===== config.mk =====
export PLATFORM = sky130hd
export DESIGN_NAME = rf_seq_ctrl
export DESIGN_NICKNAME = d
export VERILOG_FILES = /design/src/rtl/cpu4_pkg.sv /design/src/rtl/rf_seq_decode.sv /design/src/rtl/rf_seq_ctrl.sv
export SDC_FILE = /design/constraint.sdc
export NUM_CORES = 1
export LEC_CHECK = 0
export ABC_AREA = 1
export CORE_UTILIZATION = 45
export CTS_BUF_LIST = sky130_fd_sc_hd__clkbuf_4 sky130_fd_sc_hd__clkbuf_8 sky130_fd_sc_hd__clkbuf_16
export CTS_CLUSTER_SIZE = 8
export DETAILED_ROUTE_END_ITERATION = 6
export GPL_TIMING_DRIVEN = 0
export PLACE_DENSITY = 0.72
export SLEW_MARGIN = 10
export SYNTH_ARGS = -nofsm -noshare
export SYNTH_HDL_FRONTEND = slang
export SYNTH_SLANG_ARGS = --single-unit

===== constraint.sdc =====
create_clock -name clk -period 3.9 [get_ports clk]
set_input_delay 1.17 -clock clk [delete_from_list [all_inputs] [get_ports clk]]
set_output_delay 1.17 -clock clk [all_outputs]
set_load 0.01 [all_outputs]

===== src/rtl/cpu4_pkg.sv =====
// Shared encodings for the 4-bit CPU register-file sequencer.
// Opcodes, ALU ops, write-data select codes and FSM states.
package cpu4_pkg;

  localparam logic [3:0] OP_NOP  = 4'h0;
  localparam logic [3:0] OP_ADD  = 4'h1;
  localparam logic [3:0] OP_SUB  = 4'h2;
  localparam logic [3:0] OP_AND  = 4'h3;
  localparam logic [3:0] OP_OR   = 4'h4;
  localparam logic [3:0] OP_MOV  = 4'h5;
  localparam logic [3:0] OP_LD   = 4'h6;
  localparam logic [3:0] OP_IN   = 4'h7;
  localparam logic [3:0] OP_HALT = 4'hF;

  localparam logic [1:0] ALU_ADD = 2'b00;
  localparam logic [1:0] ALU_SUB = 2'b01;
  localparam logic [1:0] ALU_AND = 2'b10;
  localparam logic [1:0] ALU_OR  = 2'b11;

  localparam logic [1:0] WSEL_ALU = 2'b00;
  localparam logic [1:0] WSEL_MDR = 2'b01;
  localparam logic [1:0] WSEL_RB  = 2'b10;

  localparam logic [1:0] REG_IN = 2'd2;

  typedef enum logic [2:0] {
    S_IDLE,
    S_DECODE,
    S_EXEC,
    S_MEM_REQ,
    S_MEM_WAIT,
    S_WB,
    S_HALT
  } state_e;

  typedef enum logic [2:0] {
    C_NOP,
    C_ALU,
    C_MOV,
    C_LD,
    C_IN,
    C_HALT,
    C_ILL
  } class_e;

  typedef struct packed {
    class_e     cls;
    logic [1:0] alu_op;
    logic [1:0] wsel;
    logic       r2_viol;
  } dec_t;

endpackage


===== src/rtl/rf_seq_decode.sv =====
// Combinational instruction classifier for rf_seq_ctrl.
// R2 is only writable through the input port.
module rf_seq_decode
  import cpu4_pkg::*;
(
  input  logic [7:0] ir,
  output dec_t       dec
);

  logic [1:0] rd;
  assign rd = ir[3:2];

  // classify opcode, pick ALU op and write source, flag R2 writes
  always_comb begin
    dec.cls     = C_ILL;
    dec.alu_op  = ALU_ADD;
    dec.wsel    = WSEL_ALU;
    dec.r2_viol = 1'b0;
    case (ir[7:4])
      OP_NOP:  dec.cls = C_NOP;
      OP_ADD: begin
        dec.cls    = C_ALU;
        dec.alu_op = ALU_ADD;
      end
      OP_SUB: begin
        dec.cls    = C_ALU;
        dec.alu_op = ALU_SUB;
      end
      OP_AND: begin
        dec.cls    = C_ALU;
        dec.alu_op = ALU_AND;
      end
      OP_OR: begin
        dec.cls    = C_ALU;
        dec.alu_op = ALU_OR;
      end
      OP_MOV: begin
        dec.cls  = C_MOV;
        dec.wsel = WSEL_RB;
      end
      OP_LD: begin
        dec.cls  = C_LD;
        dec.wsel = WSEL_MDR;
      end
      OP_IN:   dec.cls = C_IN;
      OP_HALT: dec.cls = C_HALT;
      default: dec.cls = C_ILL;
    endcase
    if ((dec.cls == C_ALU || dec.cls == C_MOV ||
         dec.cls == C_LD) && rd == REG_IN)
      dec.r2_viol = 1'b1;
  end

endmodule


===== src/rtl/rf_seq_ctrl.sv =====
// Multi-cycle sequencer driving the 4x4-bit register file,
// ALU op, write-data mux, input port and indirect memory reads.
module rf_seq_ctrl
  import cpu4_pkg::*;
#(
  parameter int MEM_TIMEOUT = 15
) (
  input  logic       clk,
  input  logic       reset,
  input  logic [7:0] instr,
  input  logic       instr_valid,
  output logic       instr_ready,
  input  logic [3:0] rf_a,
  output logic [1:0] rf_ra,
  output logic [1:0] rf_rb,
  output logic       rf_re,
  output logic [1:0] rf_wr,
  output logic [1:0] wsel,
  output logic [3:0] mdr,
  output logic [1:0] alu_op,
  output logic       in_e,
  output logic [3:0] mem_addr,
  output logic       mem_rd,
  input  logic [3:0] mem_rdata,
  input  logic       mem_ack,
  output logic       busy,
  output logic       halted,
  output logic       illegal,
  output logic [7:0] retired
);

  localparam logic [7:0] TMO_LAST = 8'(MEM_TIMEOUT - 1);

  state_e     state_q;
  logic [7:0] ir_q;
  logic [3:0] mdr_q;
  logic [7:0] timer_q;
  logic [7:0] retired_q;
  logic [3:0] mem_addr_q;
  logic [1:0] rf_ra_q;
  logic [1:0] rf_rb_q;
  logic [1:0] rf_wr_q;
  logic [1:0] wsel_q;
  logic [1:0] alu_op_q;
  logic       rf_re_q;
  logic       in_e_q;
  logic       mem_rd_q;
  logic       illegal_q;

  dec_t       dec;
  logic [1:0] rd;
  logic [1:0] rs;

  assign rd = ir_q[3:2];
  assign rs = ir_q[1:0];

  rf_seq_decode u_dec (
    .ir  (ir_q),
    .dec (dec)
  );

  // sequencer: state, IR/MDR, timer, retire count, registered strobes
  always_ff @(posedge clk or negedge reset) begin
    if (!reset) begin
      state_q    <= S_IDLE;
      ir_q       <= '0;
      mdr_q      <= '0;
      timer_q    <= '0;
      retired_q  <= '0;
      mem_addr_q <= '0;
      rf_ra_q    <= '0;
      rf_rb_q    <= '0;
      rf_wr_q    <= '0;
      wsel_q     <= '0;
      alu_op_q   <= '0;
      rf_re_q    <= 1'b0;
      in_e_q     <= 1'b0;
      mem_rd_q   <= 1'b0;
      illegal_q  <= 1'b0;
    end else begin
      rf_re_q   <= 1'b0;
      in_e_q    <= 1'b0;
      mem_rd_q  <= 1'b0;
      illegal_q <= 1'b0;
      case (state_q)
        S_IDLE: begin
          if (instr_valid) begin
            ir_q    <= instr;
            state_q <= S_DECODE;
          end
        end
        S_DECODE: begin
          state_q <= S_IDLE;
          if (dec.r2_viol) begin
            illegal_q <= 1'b1;
          end else begin
            case (dec.cls)
              C_ALU, C_MOV: begin
                state_q  <= S_EXEC;
                rf_ra_q  <= rd;
                rf_rb_q  <= rs;
                rf_wr_q  <= rd;
                rf_re_q  <= 1'b1;
                alu_op_q <= dec.alu_op;
                wsel_q   <= dec.wsel;
              end
              C_IN: begin
                state_q <= S_EXEC;
                in_e_q  <= 1'b1;
              end
              C_LD: begin
                state_q  <= S_MEM_REQ;
                rf_ra_q  <= rs;
                mem_rd_q <= 1'b1;
              end
              C_NOP:   retired_q <= retired_q + 8'd1;
              C_HALT:  state_q <= S_HALT;
              default: illegal_q <= 1'b1;
            endcase
          end
        end
        S_EXEC: begin
          state_q   <= S_IDLE;
          retired_q <= retired_q + 8'd1;
        end
        S_MEM_REQ: begin
          mem_addr_q <= rf_a;
          mem_rd_q   <= 1'b1;
          timer_q    <= '0;
          state_q    <= S_MEM_WAIT;
        end
        S_MEM_WAIT: begin
          if (mem_ack) begin
            mdr_q   <= mem_rdata;
            state_q <= S_WB;
            rf_re_q <= 1'b1;
            rf_wr_q <= rd;
            wsel_q  <= WSEL_MDR;
          end else if (timer_q == TMO_LAST) begin
            illegal_q <= 1'b1;
            state_q   <= S_IDLE;
          end else begin
            timer_q  <= timer_q + 8'd1;
            mem_rd_q <= 1'b1;
          end
        end
        S_WB: begin
          state_q   <= S_IDLE;
          retired_q <= retired_q + 8'd1;
        end
        S_HALT:  state_q <= S_HALT;
        default: state_q <= S_IDLE;
      endcase
    end
  end

  assign instr_ready = (state_q == S_IDLE);
  assign busy        = (state_q != S_IDLE);
  assign halted      = (state_q == S_HALT);
  assign rf_ra       = rf_ra_q;
  assign rf_rb       = rf_rb_q;
  assign rf_re       = rf_re_q;
  assign rf_wr       = rf_wr_q;
  assign wsel        = wsel_q;
  assign mdr         = mdr_q;
  assign alu_op      = alu_op_q;
  assign in_e        = in_e_q;
  assign mem_addr    = mem_addr_q;
  assign mem_rd      = mem_rd_q;
  assign illegal     = illegal_q;
  assign retired     = retired_q;

endmodule


==> run_1/clock_wires.png <==
(8 px per um)
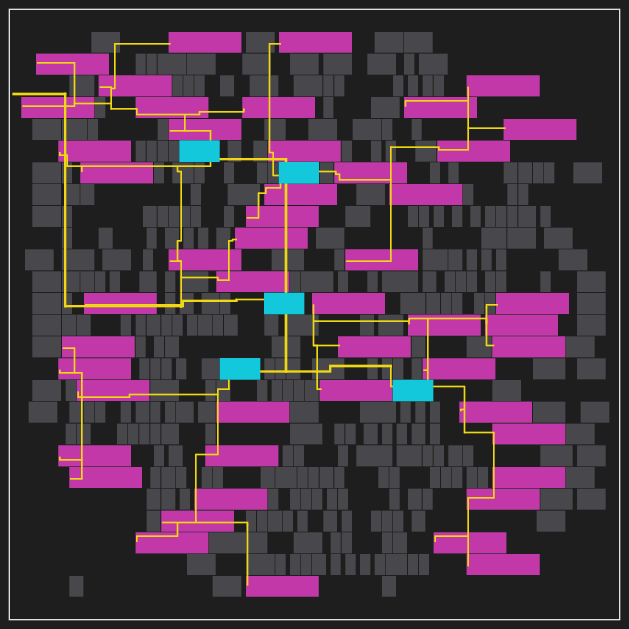
legend:
  magenta:
    item: flip-flops
    count: 49
  yellow:
    item: clock wires
    length: 544 um
  cyan:
    item: clock-net drivers
    count: 5
flops lie: spread over the die
Clock power frac: 14.1%
clk latency late pin: 0.30 ns
clk_skew: 0.009204 ns
P_clk: 290 uW

==> run_1/class_map.png <==
(4 px per um) Fill, decap, tap and diode cells in grey.
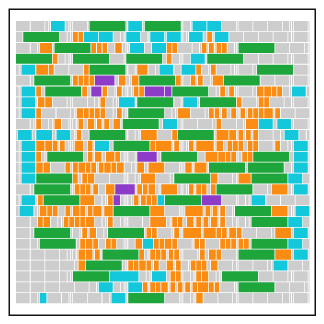
legend:
  green:
    class: registers
    cells: 49
    share_of_their_area: 40%
  purple:
    class: clock drivers and dummy loads
    cells: 8
    share_of_their_area: 2.8%
  orange:
    class: remaining logic cells
    cells: 257
    share_of_their_area: 39%
  cyan:
    class: remaining buffers and delay cells
    cells: 57
    share_of_their_area: 18%
FP Rows: 26
design area: 3182 sq um

==> run summary, run 1 <==
run results: Synth Seq Share 49.60%, yosys aoi share 4.453%, Crit Reg-Reg Startpoint timer_q[0], cell taking the most area after synthesis dfrtp_1, depth of the CTS H-tree 2, status complete, no violations, WP buf/inv 3, Pwr Total 2.053 mW, CP Capture Point busy, WS Path Type reg2out, CTS Hold Bufs 0, unrepaired setup endpoints after global routing no, slowest stage delay, CP 0.50 ns, Slew Limit Fails 0, synthesized area 2472 sq um, post-DP HPWL 3788 um, and+or+nand+nor area frac 34.26%, Hold WS 0.4839 ns, critical path's top delay family buffers and inverters, chip width 76.12 um, ys cells 310, CTS root buf clkbuf_8, CP max stage cell clkdlybuf4s50_1, worst hold stages 2, Gate Area 1101 sq um, Worst R2R Path Depth 9, Final Net Count 393, ys flop type dfrtp_1, Setup TNS 0 ns, initial drt markers 111, largest net degree at the start of global routing 36, Post-Syn Instances 310, CP cell instances nor2_4, inv_1, nor2_4, inv_1, clkdlybuf4s50_1, fmax 340.0 MHz, Synthesized Nets 333, CP Launch Type flop, post_cts resized 0, IO Pins 53, P&R area growth vs syn 28.69%, initial antenna violation count 0, Cell Type Count 29, wire per inst 11.19 um, Total GRT Usage 19.29%, Worst R2R Setup Slack 2.41 ns, setup ws final 0.9587 ns, Pleak 1.553 nW, Post-synth top cells 114 x nand2_1, 49 x dfrtp_1, 34 x nor2_1, 26 x inv_1, 26 x nand3_1, Max-Cap Viols 0, WP depth 5, Syn Area/Cell 7.975 sq um, CP Max Fanout 6, yosys stat area 2472 sq um, Hold Crit Class reg2reg, Final Hold Fails 0, DR vias 2130, Synth logic family simple AND/OR/NAND/NOR gates, gpl congestion 0.8584, Tmin final 2.941 ns, remaining routing DRC violations 0, Clock Pin Slew Worst Setup and Hold Paths 0.09 ns, Setup Fix Bufs, Post-CTS 0, reg-to-reg endpoint timer_q[3], PD cells 645.2 nW/um^2, adder share 1.518%, Die Y 76.12 um, drt total wl 4934 um, register area 1226 sq um, CTS tree built, Vias/cell 4.830, Multiplexer share 1.822%, VDD IR max 0.0003357 V, top cells, area dfrtp_1 50%, nand2_1 17%, nand3_1 5.3%, cell with the most instances after synthesis nand2_1, Longest Clk Path Bufs 2, Port Buf Inserts 52, Die ar. 5794 sq um, first-pass GRT wire length 9045 um, final setup fails 0, Max-Slew Margin vs Limit 76.92%, Top cell area share 49.60%, Async SR Flop Fraction 100.0%, fin crit share 75.42%, critical hold path startpoint mdr[2], OpenROAD warnings 27, flip-flops with a built-in enable 0, total gr overflow 0, Crit. Startpoint state_q[0], post-placement setup slack 1.309 ns, number of global-route vias before repair 2071, crit path DAT 1.77 ns, yosys warns 0, Slew @ Worst Pin 0.3463 ns, number of fillers in the final layout 490, Critical Path RT 2.73 ns, Hold Path Sink mdr[2], DR pass1 iterations 4, xor/xnor share 2.480%, #FFs+latches synth 49, share of layout cells above drive strength 1 9.434%, ant diodes 0, ANT nets after route 0, Crit. End Element output pin
==> run_1/util_map.png <==
(4 px per um) The die is cut into 8 by 8 equal tiles; black is low, pale yellow is high, 0 to 100% covered.
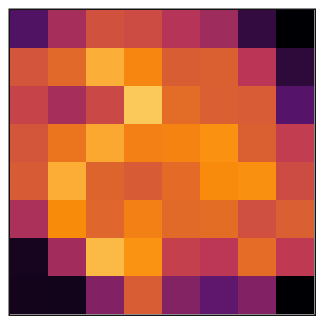
nearly empty tiles: 3.1%
tiles over 75% full: 13%
fullest tile: 88%
mean over tiles: 53%
CORE AREA: 5205 sq um
Finished Core Util: 61.13%
fp_density: 47.50%

==> run_1/clock_nets.png <==
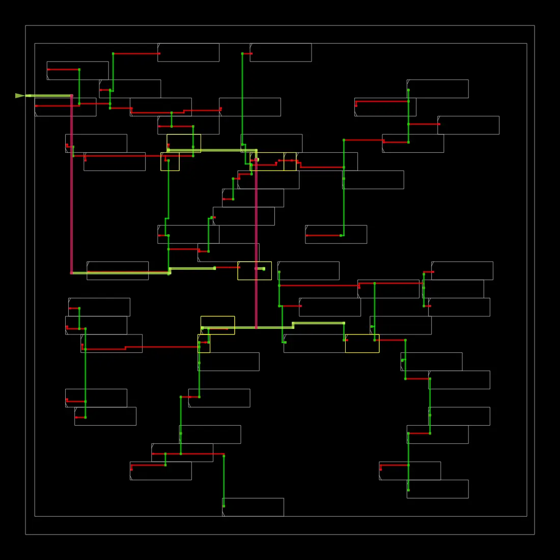
clock buf count: 6
CTS Sinks: 49
TritonCTS buffer count: 5
seq_cells: 49

## run 1: power breakdown
group	switching, mW	total, mW	leakage (nW)	internal [mW]
Combinational	0.479	0.926	0.880	0.447
Sequential	0.152	0.837	0.625	0.685
Clock	0.159	0.290	0.0484	0.131
## run 1: final cells by class
cell class | instances | area share, %
buffer | 4 | 1.101
clock buffer | 6 | 2.399
clock inverter | 2 | 0.3146
inverter | 29 | 3.460
multi-input combinational | 228 | 34.60
sequential | 49 | 38.54
tap | 70 | 2.753
timing repair buffer | 53 | 16.83
## run 1: layer usage
layer	GRT usage [%]	wire length [um]	up-vias
li1	-	-	1094
met1	22.88	2182	981
met2	34.64	2457	46
met3	4.192	205	9
met4	6.346	89	0
met5	0	0	-
## run 1: through the flow
stage	area (sq um)	utilization (%)	std cells
floorplan	2472	-	310
global placement	3080	59.18	432
detailed placement	3095	59.47	433
CTS	3182	61.13	441
global route	3182	61.13	441
finish	3182	61.13	441
## run 1: placed cells by master, fill, tap and decap left out, types with 4 or more instances in the layout
master / synthesis / routed
a21oi_1: 9 / 9
xnor2_1: 6 / 6
nand3_1: 26 / 26
mux2_2: 4 / 4
clkdlybuf4s50_1: 0 / 51
clkbuf_8: 0 / 5
nand2_1: 114 / 114
dfrtp_1: 49 / 49
o21ai_0: 7 / 7
nor2_1: 34 / 34
inv_1: 26 / 26
## run 1: tightest hold or removal path, cell delays in order, from the launching register on
cell,delay (ns)
dfrtp_1,0.35
nand2_1,0.05
nand2_1,0.05
## run 1: cells by family after synthesis
kind of cell,Yosys count
adders and majority gates,3
muxes,4
buffers and inverters,33
DFF,49
AOI/OAI and AO/OA,20
and+or+nand+nor,194
xor gates and xnor gates,7
## Run 2: what changed since run 1
==> constraint.sdc (replaced) <==
create_clock -name clk -period 3 [get_ports clk]
set_input_delay 0.9 -clock clk [delete_from_list [all_inputs] [get_ports clk]]
set_output_delay 0.9 -clock clk [all_outputs]
set_load 0.01 [all_outputs]
==> run_2/clock_wires.png <==
(8 px per um)
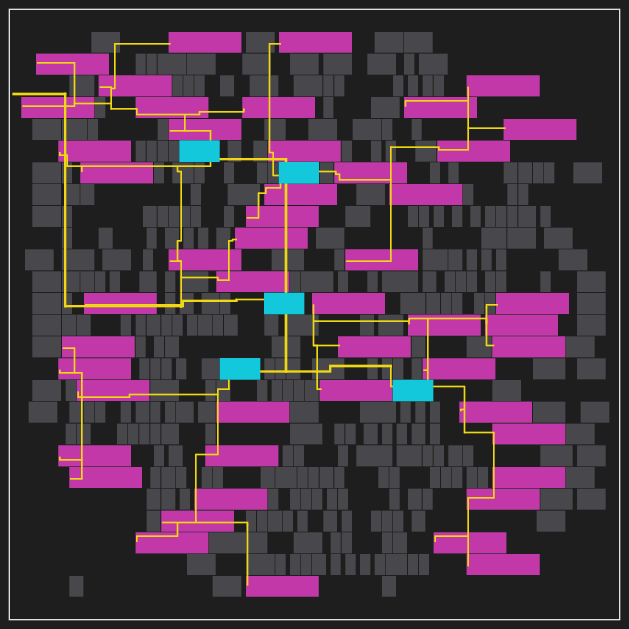
legend:
  magenta:
    item: flip-flops
    count: 49
  yellow:
    item: clock wires
    length: 544 um
  cyan:
    item: clock-net drivers
    count: 5
flops lie: spread over the die
P_clk: 378 uW

==> run summary, run 2 <==
run results: status complete, no violations, Clock Pin Slew Worst Setup and Hold Paths 0.09 ns, Setup Fix Bufs, Post-CTS 0, clk_skew 0.009204 ns, Finished Core Util 61.13%, Die ar. 5794 sq um, Final Hold Fails 0, setup ws final 0.3287 ns, Slew @ Worst Pin 0.3463 ns, internal power 1.643 mW, chip width 76.12 um, fp_density 47.50%, CTS Sinks 49, drt total wl 4934 um, remaining routing DRC violations 0, Net Switching 1.026 mW, Tmin final 2.671 ns, and+or+nand+nor area frac 34.26%, ANT nets after route 0, OpenROAD warnings 27, yosys stat area 2472 sq um, Non-Filler Instances 441, Synthesized Nets 333, DP Area 3095 sq um, DR pass1 iterations 4, Post-synth top cells 114 x nand2_1, 49 x dfrtp_1, 34 x nor2_1, 26 x inv_1, 26 x nand3_1, adder share 1.518%, met3 Use GR 4.192%, cell with the most instances after synthesis nand2_1, DR vias 2130, most common logic cells in the final layout 114 x nand2_1, 51 x clkdlybuf4s50_1, 49 x dfrtp_1, Syn Area/Cell 7.975 sq um, Gate power share 45.1%, CP Launch Type flop, Final Net Count 393, CORE AREA 5205 sq um, cell taking the most area after synthesis dfrtp_1, routed wire length on met2 2457 um, Async SR Flop Fraction 100.0%, Post-Place Cells 433, Max-Slew Margin vs Limit 76.92%, clk latency late pin 0.30 ns, Hold WS 0.4839 ns, Pwr Total 2.669 mW, unrepaired setup endpoints after global routing no, met2 Use GR 34.64%, CTS root buf clkbuf_8, TritonCTS buffer count 5, Vias/cell 4.830, Hold Crit Class reg2reg, Port Buf Inserts 52, CTS tree built, design area 3182 sq um, DR WL met3 205 um, Crit. End Element output pin, Setup TNS 0 ns, M1 GR Usage 22.88%, yosys aoi share 4.453%, #FFs+latches synth 49, initial drt markers 111, fmax 374.4 MHz, total gr overflow 0, most used logic cell in the final layout nand2_1, ant diodes 0, VDD IR max 0.0004364 V, Cell Type Count 29, depth of the CTS H-tree 2, final setup fails 0, gr busiest metal met2, IO Pins 53, number of global-route vias before repair 2071, largest net degree at the start of global routing 36, ys cells 310, Longest Clk Path Bufs 2, Sequential Power Share 40.7%, fin crit share 89.04%, FP Rows 26, Synth Seq Share 49.60%, Synth logic family simple AND/OR/NAND/NOR gates, switch share 38.45%, Pleak 1.553 nW, post-DP HPWL 3788 um, Multiplexer share 1.822%, share of layout cells above drive strength 1 9.434%, yosys warns 0, Clock power frac 14.1%, WS Path Type reg2out, Critical Path RT 2.10 ns, PD cells 838.8 nW/um^2, gpl congestion 0.8584, Max-Cap Viols 0
[run 2: cell counts in the layout (fill, tap and decap cells not counted)]
Identical to the previous run, type by type.
[run 2: worst paths after layout]
| kind | from | to | slack [ns] | cells after the start |
|---|---|---|---|---|
| hold reg to reg | mdr[2] | mdr[2] | 0.48 | 2 |
| max in group asynchronous | reset | retired[7] | 2.02 | 2 |
| setup reg to reg | timer_q[0] | timer_q[3] | 1.51 | 9 |
| setup / recovery | state_q[0] | busy | 0.33 | 5 |
| min in group asynchronous | reset | ir_q[3] | 0.49 | 1 |
| hold / removal | mdr[2] | mdr[2] | 0.48 | 2 |
[run 2: cells by family (layout without fill, tap and decap cells)]
group | after synthesis | count (layout)
xor+xnor | 7 | 7
compound gates | 20 | 20
mux | 4 | 4
buf+inv | 33 | 94
flops | 49 | 49
fa+ha+maj | 3 | 3
simple gates | 194 | 194
[run 2: cell type report]
cell class / count / area [sq um]
multi-input cells: 228 / 1101
repair buffers: 53 / 535.5
clock inverters: 2 / 10.01
fillers: 490 / 2023
clock buffers: 6 / 76.32
flip-flops and latches: 49 / 1226
well taps: 70 / 87.58
plain buffers: 4 / 35.03
inverters: 29 / 110.1
[run 2: power groups by stage]
stage,Combinational [mW],Clock (mW),Sequential [mW]
after floorplan,0.621,0,1.14
after global placement,1.19,0,1.09
after detailed placement,1.21,0,1.10
after CTS,1.22,0.389,1.09
after global routing,1.34,0.417,1.13
final,1.20,0.378,1.09
[run 2: worst max-delay path, cell delays in order, from the launching register on]
cell and delay, ns:
dfrtp_1 0.47, nor2_4 0.18, inv_1 0.08, nor2_4 0.16
inv_1 0.08, clkdlybuf4s50_1 0.50
Power and IR drop assume default switching activity.
